run_1/met2.png
Scale: 2 px per um.
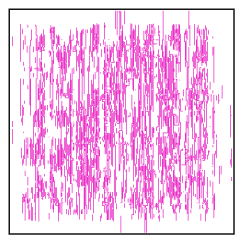
run_1/metal_stack.png
Scale: 3 px per um.
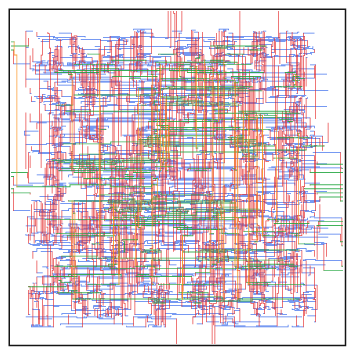
run_1/pdn.png
Scale: 3 px per um. Pins as bars on the die edge. Tap cells in grey.
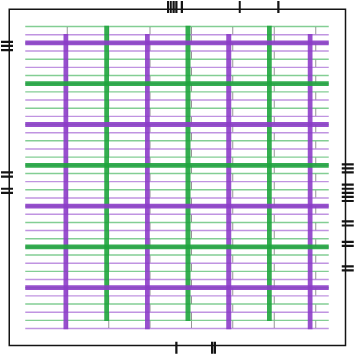
Design register_scoreboard, sky130hd; sources not shown.
==> results.txt, run 1 <==
The full implementation flow was run.

Per the final timing report, the hold violations number 0. The worst pin sits at a relative slew slack of 0.292. For this run, the script counts the antenna cells in the layout as 0. Setup repair after global routing left no endpoint under its margin. Synthesis instantiated 82 different standard cells from the library. On the final layout, the worst hold slack is 603 ps. The standby leakage power stands at 2.63 nW. STA reports the tightest min-delay check as being of type reg -> reg. The slew at the pin with the worst max-slew slack stands at 1060 ps.

TritonCTS built the clock tree. The total number of clock tree sinks stands at 63. The number of top-level design ports stands at 31. Yosys reports that the most numerous cell types are 103 x sky130_fd_sc_hd__nor2_1, 69 x sky130_fd_sc_hd__a21oi_1, 69 x sky130_fd_sc_hd__nand2_1, 63 x sky130_fd_sc_hd__dfrtp_1, 41 x sky130_fd_sc_hd__o21ai_0. The initial antenna violation count came to 0. The register share after synthesis stands at 0.273. Of the total synthesized cell area, the portion taken by AND-OR and OR-AND cells is 0.246.

The final-layout fill cell count stands at 882. The violation count after the first detailed-route iteration stands at 843. The final-report max-slew violation count stands at 0. Relative to the synthesized area, the layout overhead comes to 14.1%. Clock tree synthesis selected as its root buffer the cell sky130_fd_sc_hd__clkbuf_8. The die footprint stands at 0.0125 sq mm. The OpenROAD report gives the critical path a data arrival time of 3770 ps. The fraction of the mapped netlist area in simple logic gates stands at 0.314. Once the clock tree was built, the setup fixing pass inserted 0 buffers. The maximum fanout count along the critical path stands at 9. The post-cts hold-fix buffer tally stands at 0.

The worst setup path is captured at a flip-flop. Ranked by total cell area, the synthesized netlist is headed by sky130_fd_sc_hd__dfrtp_1 27%, sky130_fd_sc_hd__mux4_2 7.0%, sky130_fd_sc_hd__nor2_1 6.7%. The final layout net count stands at 798.

The clock-pin slew on the worst setup and hold paths stands at 70 ps. The mapped netlist covers 0.00578 sq mm. The flow ran to the end, and the final reports show no timing, DRC or antenna violations. In this run, synthesis produced a sequential element count of 63. The total clock buffers created by CTS stands at 9. The number of warnings in the stage logs stands at 25. The number of flops mapped to enable cells by yosys stands at 0. The post-synthesis async set-or-reset flop share stands at 1.00. Across all register-to-register paths, the minimum setup slack is 430 ps. The portion of synthesized cell area occupied by the leading cell type stands at 0.273.

The data required time of the critical path stands at 4120 ps. The leftover overflow at the end of global routing stands at 0. During synthesis, Yosys emitted a total of 0 warnings. The post-layout minimum cycle time stands at 3560 ps.

The flip-flop count of the largest register after layout stands at 62. The footprint of the flip-flops and latches stands at 0.00158 sq mm. Measured in cells, the most critical reg-to-reg path has a length of 11.
About met2.png:
main direction: vertical
nets with wire on the layer: 700
longest straight run: 32.8 um
M2 GR Usage: 0.505
Total Routed Length: 20600 um

About metal_stack.png:
[orange] met4 | wire length: 1110 um
[blue] met1 | wire length: 7970 um
[red] met2 | wire length: 9000 um
[green] met3 | wire length: 2520 um
vias after detailed routing: 6307
post-DR wirelength/cell: 22.6 um
combined global-route utilization of all metal layers: 0.334

About pdn.png:
[purple] VSS
[green] VDD
met4 straps: 7
signal pins: 31
chip width: 112 um
Chip Height: 112 um
Floorplan Core Area: 0.0102 sq mm
worst vdd ir: 0.000180 V

[run 1: layer usage]
layer,wire (um),track usage,part of all wire,vias to the layer above
met5,0,0,0,-
met4,1110,0.195,0.054,0
met3,2520,0.0891,0.12,91
met2,9000,0.505,0.44,435
met1,7970,0.430,0.39,2962
li1,-,-,-,2819
[run 1: layout make-up]
cell class | instances | area share
repair buffers | 85 | 0.112
flip-flops and latches | 63 | 0.239
clock inverters | 3 | 0.00266
inverters | 6 | 0.00341
clock buffers | 13 | 0.0241
well taps | 136 | 0.0258
multi-input cells | 605 | 0.593
[run 1: kinds of logic (layout without fill, tap and decap cells)]
logic type                count (synthesis)  in the layout
AOI/OAI and AO/OA                       214            214
xor gates and xnor gates                  3              3
buffers and inverters                    52            107
DFF                                      63             63
muxes                                    34             34
and+or+nand+nor                         354            354
[run 1: worst max-delay path: stages]
cell and delay (ps):
sky130_fd_sc_hd__clkdlybuf4s50_1 500, sky130_fd_sc_hd__buf_4 170, sky130_fd_sc_hd__mux4_1 560, sky130_fd_sc_hd__a22oi_1 170, sky130_fd_sc_hd__nor3_1 100, sky130_fd_sc_hd__a31oi_4 190, sky130_fd_sc_hd__nand2_4 70, sky130_fd_sc_hd__buf_12 150
sky130_fd_sc_hd__nor3_4 290, sky130_fd_sc_hd__a2111oi_0 160, sky130_fd_sc_hd__buf_4 170, sky130_fd_sc_hd__a2111oi_0 470, sky130_fd_sc_hd__a32oi_1 160
[run 1: stage by stage]
stage	worst slack [ps]	total power (W)	cell area [sq um]	cells
floorplan	871	0.000790	5510	674
global placement	66.7	0.000938	6410	895
detailed placement	11.8	0.000943	6410	895
CTS	51.1	0.00148	6590	911
global route	240	0.00154	6600	911
finish	349	0.00148	6600	911
[run 1: cells in the final DEF (no fill, tap or decap), types with 26 or more instances in the layout]
cell,synthesis,layout
sky130_fd_sc_hd__a21oi_1,69,69
sky130_fd_sc_hd__and2_1,26,26
sky130_fd_sc_hd__buf_4,4,52
sky130_fd_sc_hd__clkdlybuf4s50_1,0,28
sky130_fd_sc_hd__dfrtp_1,63,63
sky130_fd_sc_hd__nand2_1,69,69
sky130_fd_sc_hd__nand3_1,36,36
sky130_fd_sc_hd__nor2_1,103,103
sky130_fd_sc_hd__nor3_1,27,27
sky130_fd_sc_hd__o21ai_0,41,41
[run 1: where the power goes]
| group | switching, W | leakage, nW | total [W] | internal [W] |
|---|---|---|---|---|
| logic | 0.000169 | 1.66 | 0.000280 | 0.000111 |
| clock network | 0.000282 | 0.0894 | 0.000545 | 0.000263 |
| registers | 0.00000521 | 0.874 | 0.000660 | 0.000654 |
## Run 2: what changed since run 1
--- a/config.mk
+++ b/config.mk
@@ -5,9 +5,12 @@
 export SDC_FILE = /design/constraint.sdc
 export NUM_CORES = 1
 export LEC_CHECK = 0
+export ABC_AREA = 0
 export CAP_MARGIN = 20
+export CELL_PAD_IN_SITES_DETAIL_PLACEMENT = 1
+export CELL_PAD_IN_SITES_GLOBAL_PLACEMENT = 1
 export CORE_MARGIN = 5
-export CORE_UTILIZATION = 56
+export CORE_UTILIZATION = 46
 export CTS_CLUSTER_DIAMETER = 120
 export DETAILED_ROUTE_END_ITERATION = 7
 export PLACE_DENSITY_LB_ADDON = 0.12
==> constraint.sdc (replaced) <==
create_clock -name clk -period 3.91 [get_ports clk]
set_input_delay 0.5865 -clock clk [delete_from_list [all_inputs] [get_ports clk]]
set_output_delay 0.5865 -clock clk [all_outputs]
set_load 0.02 [all_outputs]
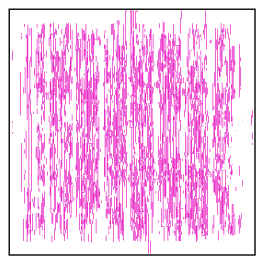
run_2/met2.png
Scale: 2 px per um.
M2 GR Usage: 0.519
vias after detailed routing: 6318
Total Routed Length: 23100 um

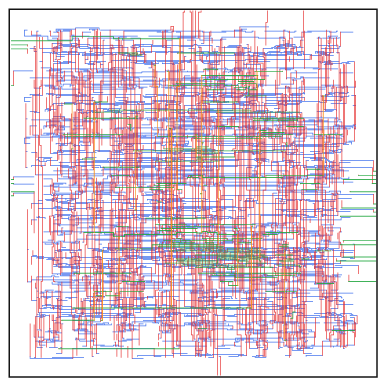
run_2/metal_stack.png
Scale: 3 px per um.
[blue] met1 | wire length: 9810 um
[red] met2 | wire length: 11000 um
[green] met3 | wire length: 1660 um
[orange] met4 | wire length: 562 um
post-DR wirelength/cell: 24.5 um
combined global-route utilization of all metal layers: 0.320

==> results.txt, run 2 <==
The full implementation flow was run.

The data arrival time of the worst path stands at 3120 ps (-650 ps). The final-report max-slew violation count stands at 0 (unchanged). The post-layout instance area is 0.00677 sq mm (+2.7%).

The total power after layout stands at 0.00191 W (+28%). The number of placement rows stands at 41. Summed over all failing endpoints, the final setup total negative slack is 0 ps.

The largest vdd supply drop is 0.000166 V (-8.0%). The area growth from synthesis to final layout stands at 17.1%. Counting along the longest clock path gives a buffer depth of 2. The parity-gate share of the synthesized area counting xor and xnor cells stands at 0.00454. The maximum fanout count along the critical path stands at 9 (unchanged).

The run finished with clean final reports. The core area stands at 0.0125 sq mm (+22%). The cell area after placement stands at 0.00642 sq mm (+0.16%). The final-layout fill cell count came to 1538 (+74%).

Setup repair after global routing left no endpoint under its margin. The slew at the pin with the worst max-slew slack is 719 ps (-341 ps). The number of warnings in the stage logs is 25 (unchanged).

The violation count after the first detailed-route iteration was 507 (-40%). The warning count from the yosys run stands at 0 (unchanged). The number of storage elements in the synthesis netlist stands at 63 (unchanged).

The number of flops mapped to enable cells by yosys came to 0 (unchanged). The setup-violating endpoint count in the final report stands at 0. The total number of clock tree sinks stands at 63 (unchanged). The area of the mapped netlist is 0.00578 sq mm (unchanged).

The standby leakage power stands at 2.68 nW (+2.2%). TritonCTS built the clock tree. The flip-flop count of the largest register after layout came to 62 (unchanged). The post-cts hold-fix buffer tally stands at 0 (unchanged).

The fraction of the mapped netlist area in simple logic gates stands at 0.314 (unchanged). By count the netlist is led by 103 x sky130_fd_sc_hd__nor2_1, 69 x sky130_fd_sc_hd__a21oi_1, 69 x sky130_fd_sc_hd__nand2_1, 63 x sky130_fd_sc_hd__dfrtp_1, 41 x sky130_fd_sc_hd__o21ai_0. The number of setup buffers added after CTS is 0 (unchanged).

In the post-synthesis netlist, the biggest area contributors are sky130_fd_sc_hd__dfrtp_1 27%, sky130_fd_sc_hd__mux4_2 7.0%, sky130_fd_sc_hd__nor2_1 6.7%. Max-cap violations in this run came to 0. The post-synthesis async set-or-reset flop share stands at 1.00 (unchanged).

The synthesized area per cell stands at 8.03 sq um. The total clock buffers created by CTS stands at 9 (unchanged). By instance count after routing, the leading logic cell type is sky130_fd_sc_hd__nor2_1.

The final tally of hold violations stands at 0 (unchanged). The worst-case headroom to the max-slew limit was 0.521 (+0.229). Ranking logic cells in the layout by count gives the top entries 103 x sky130_fd_sc_hd__nor2_1, 69 x sky130_fd_sc_hd__nand2_1, 69 x sky130_fd_sc_hd__a21oi_1. The worst-skew pair later-pin latency stands at 350 ps.

The die extent in x is 122 um (+9.4%). By area, the combinational part of the netlist is dominated by simple AND/OR/NAND/NOR gates. The die footprint stands at 0.0149 sq mm (+20%). The leftover overflow at the end of global routing came to 0 (unchanged). STA classifies the critical path startpoint as an input pin.

The final layout net count came to 795 (-0.38%). Synthesis produced a netlist whose cell count is 720. The worst setup path is captured at a primary output. The synthesized-area fraction occupied by ao, oa, aoi and oai cells stands at 0.246 (unchanged).

The count of cell types in the netlist stands at 82 (unchanged). The type recorded for the worst min-delay path is in -> async. The clock-pin slew on the worst setup and hold paths stands at 50 ps (-20 ps). The register share after synthesis stands at 0.273 (unchanged). The portion of synthesized cell area occupied by the leading cell type came to 0.273 (unchanged). The number of diodes stands at 0 (unchanged). The minimum setup slack among reg-to-reg paths stands at 400 ps (-30 ps). The initial antenna violation count stands at 0 (unchanged).

Per the CTS log, the root buffer master is sky130_fd_sc_hd__clkbuf_16. The count of cells along the worst register-to-register path stands at 11 (unchanged). The footprint of the flip-flops and latches was 0.00158 sq mm (unchanged). The height of the die stands at 122 um (+9.4%). The post-layout minimum cycle time stands at 3700 ps (+143 ps). The number of top-level design ports came to 31 (unchanged).

The data required time of the critical path stands at 3320 ps (-800 ps).
-- run 2: cell counts after synthesis --
Identical to the previous run, type by type.
-- run 2: per-stage QoR --
step / utilization / hold WS (ps) / setup slack (ps) / cells
3_3_place_gp: 0.515 / 583 / -132 / 928
5_1_grt: 0.543 / 633 / 30.5 / 943
2_1_floorplan: - / 537 / 871 / 674
6_report: 0.543 / 597 / 207 / 943
4_1_cts: 0.543 / 606 / 170 / 943
3_5_place_dp: 0.515 / 598 / -170 / 928
-- run 2: cells by family (layout without fill, tap and decap cells) --
group	Yosys count	count (layout)
XOR/XNOR	3	3
flip-flops	63	63
AND/OR/NAND/NOR	354	354
buffers and inverters	52	103
AND-OR/OR-AND	214	214
multiplexers	34	34
-- run 2: per-layer routing --
layer	track usage	up-vias	part of all wire
met5	0	-	0
met4	0.111	0	0.024
met3	0.0599	43	0.072
met2	0.519	290	0.48
met1	0.429	3180	0.43
li1	-	2805	-
-- run 2: worst max-delay path, stage by stage --
cell	delay, ps
sky130_fd_sc_hd__clkdlybuf4s50_1	450
sky130_fd_sc_hd__buf_4	190
sky130_fd_sc_hd__mux4_2	510
sky130_fd_sc_hd__a22oi_1	200
sky130_fd_sc_hd__nor3_1	110
sky130_fd_sc_hd__a31oi_4	200
sky130_fd_sc_hd__nand2_4	90
sky130_fd_sc_hd__or2_1	260
sky130_fd_sc_hd__nor2_1	160
sky130_fd_sc_hd__dlygate4sd2_1	360
-- run 2: where the power goes --
part | switching [W] | total (W) | internal [W]
logic | 0.000178 | 0.000286 | 0.000108
clock network | 0.000304 | 0.000958 | 0.000654
registers | 0.00000556 | 0.000661 | 0.000656
-- run 2: final cells by class --
| cell class | instances | share of cell area |
|---|---|---|
| clock inverter | 3 | 0.0133 |
| clock buffer | 12 | 0.0379 |
| tap | 172 | 0.0318 |
| timing repair buffer | 82 | 0.103 |
| multi-input combinational | 605 | 0.578 |
| sequential | 63 | 0.233 |
| inverter | 6 | 0.00333 |
No activity file was given, so power comes from the tool's default toggle rates.
